### Cell classes on the final placement

Fill, decap, tap and diode cells in gray.
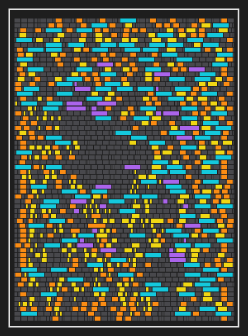
### Cell outlines without signal wires

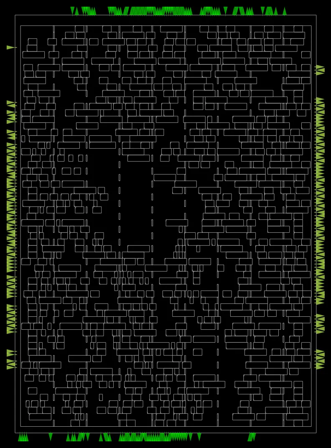
### Metal layers overlaid

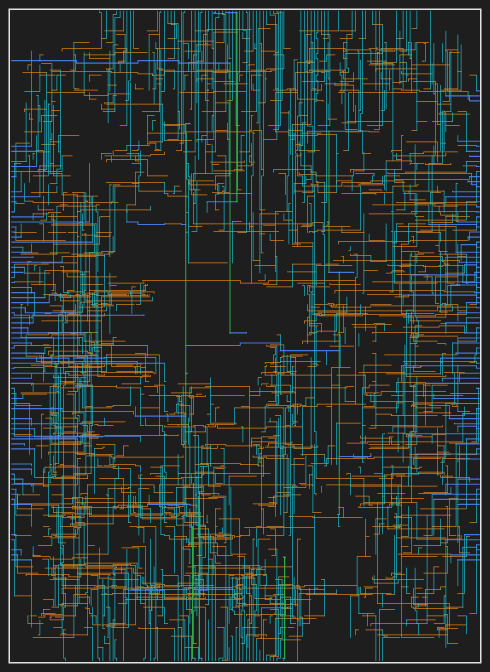
### Port wiring

Bar = 50 um.
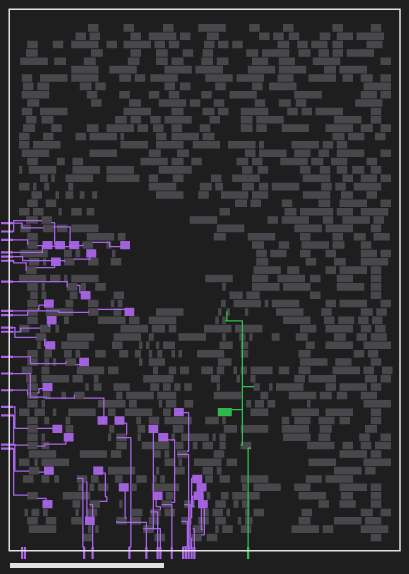
### Sizing map

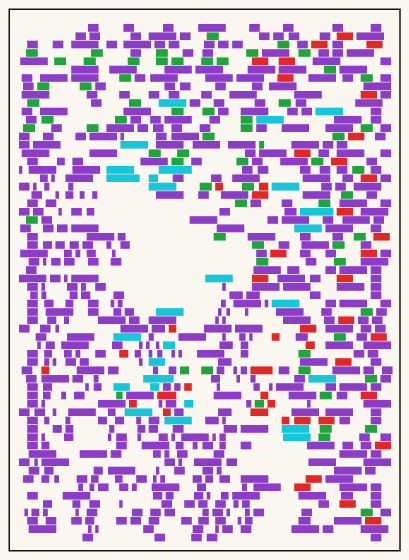
==> config.mk <==
export PLATFORM = sky130hd
export DESIGN_NAME = imem_dmem_arbiter
export DESIGN_NICKNAME = d
export VERILOG_FILES = /design/src/rtl/imem_dmem_arbiter.sv
export SDC_FILE = /design/constraint.sdc
export NUM_CORES = 1
export LEC_CHECK = 0
export ABC_CLOCK_PERIOD_IN_PS = 6700
export CAP_MARGIN = 20
export CELL_PAD_IN_SITES_DETAIL_PLACEMENT = 1
export CELL_PAD_IN_SITES_GLOBAL_PLACEMENT = 2
export CORE_ASPECT_RATIO = 1.4
export CORE_MARGIN = 2
export CORE_UTILIZATION = 28
export DETAILED_ROUTE_END_ITERATION = 10
export PLACE_DENSITY_LB_ADDON = 0.1
export SYNTH_ARGS = -nofsm -noshare
export SYNTH_HDL_FRONTEND = slang
export SYNTH_SLANG_ARGS = --single-unit
==> constraint.sdc <==
create_clock -name clk_46 -period 6.7 [get_ports clk_46]
set_input_delay 1.34 -clock clk_46 [delete_from_list [all_inputs] [get_ports clk_46]]
set_output_delay 1.34 -clock clk_46 [all_outputs]
set_load 0.01 [all_outputs]
==> flow_summary.ini <==
; physical design summary
[run_status]
outcome = complete, no violations

[worst_setup_path]
worst-path-stages = 5
crit_top_cell = clkdlybuf4s50_1
critPathTopFamily = buffers and inverters
critical_path.cell_chain = clkdlybuf4s50_1, buf_4, nand3b_1, nor2_1, clkdlybuf4s50_1
critPathRequiredTime_ps = 5360
r2r_slack_ps = 4080
cp_slowest_stage_delay_ps = 590
r2r_cells = 7
start_kind = input port
critPathKind = input port to output pin
worstSetupEndpointType = output pin
cpMaxStageDelayCell = clkdlybuf4s50_1
crit_buf_inv = 3
arrival_ps = 3150

[synth]
synth_cell_type_count = 29
ys_area_um2 = 5904
xor_area_frac = 0
aoi_share = 0.1187
ff_type = dfrtp_1
synth_area_per_cell_um2 = 13.18
edf_count = 0
synth.comb.largest_family = multiplexers
yosys.area.top_type = dfrtp_1
yosys_warnings = 0
mux_share = 0.2041
ys_sh_adder = 0.01695
synth_flop_count = 135
ys_cells = 448
top_cell_area_share = 0.5722
synthArstFlopShare = 1.000
top_cell = dfrtp_1
netlist_area_um2 = 5904
synth.cellmix.simpleShare = 0.02946
synth_seq_share = 0.5722
topCellsByArea = dfrtp_1 (57%), mux2_2 (12%), mux2_4 (7.6%)

[sta]
rsz0062_at_grt = no
tightest_slew_ps = 843.4
slew_headroom = 0.4378
finalClockSkew_ps = 13.70
finalHoldViolCount = 0
hold_slack_ps = 485.6
fin_crit_sh = 0.6709
period_minus_slack_ps = 4495
max_clock_freq_mhz = 222.5
setup_violations = 0

[route]
viasPerCell = 4.809
route.antenna.remaining_nets = 0
drc = 0
drt_first_pass_iters = 4
drt_first_iter_violations = 173

[floorplan]
fp.dieW_um = 126.7
nWellTaps = 256
chipArea_um2 = 22280
initial_core_util = 0.2861
die_h_um = 175.8

[placed_design]
dp.cells = 940
place_congestion = 0.7125
hpwl_um = 13240

[final_layout]
layout-drive-gt1-share = 0.1939
clkbuf_count = 19
buf_share = 0.2906
final_common_cell = clkdlybuf4s50_1
nonClockInverterCount = 40
regArea_um2 = 3378
nets = 845
largestClassByArea = flip-flops and latches
final-comb-area_um2 = 2211
fillCellCount = 2180
num-multi-input-gates = 238
clk_share = 0.06440
lay_top_cells = clkdlybuf4s50_1 (262), dfrtp_1 (135), mux2_2 (62), inv_1 (39), o21ai_0 (35)
diodes = 0
area.share.combinational = 0.2351
flop-count = 135
seq_share = 0.3593

[clock_network]
cts_made_buffers = 17
clkTransAtPathRegs_ps = 60
insertion_delay_ps = 420
cts_setup_buffers = 0
cts-hold-fix-buffers = 0
cts_tree = built
cts_max_level = 4
root_buffer = clkbuf_16
clk_path_buf_depth = 2
cts_resized = 0
clock_sinks = 135

[run]
cap_violations = 0
tool_warnings = 35

[power_and_ir_drop]
p_leak_nw = 4.003
clkPwrFrac = 0.222
p_seq_frac = 0.334
power_switching_w = 0.001360
clk-power_w = 0.000966
comb_power_share = 0.444
maxPowerGroup = combinational logic
pg_comb_w = 0.00193
power.total_w = 0.004343
p_int_w = 0.002983
pg_seq_w = 0.00145
p_per_area_nw_per_um2 = 461.9

[global_route]
grt.busiest_layer = met2
use_met1 = 0.2026
grt_pass1_wl_um = 29700
overflow = 0
antenna_found_initial = 0
met3_usage = 0.04874
use_met2 = 0.2957
grt_max_degree = 81
grt_pass1_vias = 5049

[hold_path]
min_path_type = flop to flop
hold_depth = 1
Back to the opening pictures, 'Cell classes on the final placement':
Purple marks clock drivers and dummy loads, cells 32. Cyan marks registers, cells 135. Yellow marks remaining logic cells, cells 278. Orange marks remaining buffers and delay cells, cells 272.
final core utilization: 0.4557
Core Region: 20630 um2

Back to the opening pictures, 'Cell outlines without signal wires':
Layout Cells excl Fill: 973
Rows: 62

Back to the opening pictures, 'Metal layers overlaid':
Blue marks M3, wire length 1300 um. Orange marks M1, wire length 7400 um. Green marks M4, wire length 444 um. Cyan marks M2, wire length 9750 um.
vias post-DR: 4679
wirelength, routed: 18890 um
wire per inst: 19.41 um
gr usage total: 0.1717

Back to the opening pictures, 'Port wiring':
Purple marks `if_addr_46`, bits 32, direction input, edge 18 west, 14 south, end cells 30, wire 794 um. Green marks `mem_en_46`, bits 1, direction output, edge south, end cells 1, wire 90.6 um.
I/O Buffers: 262
I/O pin count: 269

Back to the opening pictures, 'Sizing map':
Green marks x2, cells 66, share 9.2%, most used mux2_2. Purple marks x1 and smaller, cells 578, share 81%, most used clkdlybuf4s50_1. Red marks x3 and x4, cells 46, share 6.4%, most used mux2_4. Cyan marks x6 and larger, cells 27, share 3.8%, most used clkbuf_16.
P&R area growth vs syn: 59.25%
design area: 9403 um2
Signal buffers: 272
Final Worst Setup Slack: 2205 ps

[cell families (layout without fill, tap and decap cells)]
group	count (synthesis)	in the layout
simple gates	31	31
other cells	1	2
fa+ha+maj	8	8
buf+inv	76	344
flops	135	135
compound gates	100	100
mux	97	97
[per-stage QoR]
stage	instance area, um2	setup slack, ps	utilization
after floorplan	5908	1749	-
after global placement	8740	2201	0.4235
after detailed placement	8782	2211	0.4256
after CTS	9388	2190	0.4549
after global routing	9403	2084	0.4557
final	9403	2205	0.4557
[metal layers]
metal	wire, um	vias to the layer above
li1	-	2106
met4	444	0
met3	1297	25
met1	7400	2354
met5	0	-
met2	9747	194
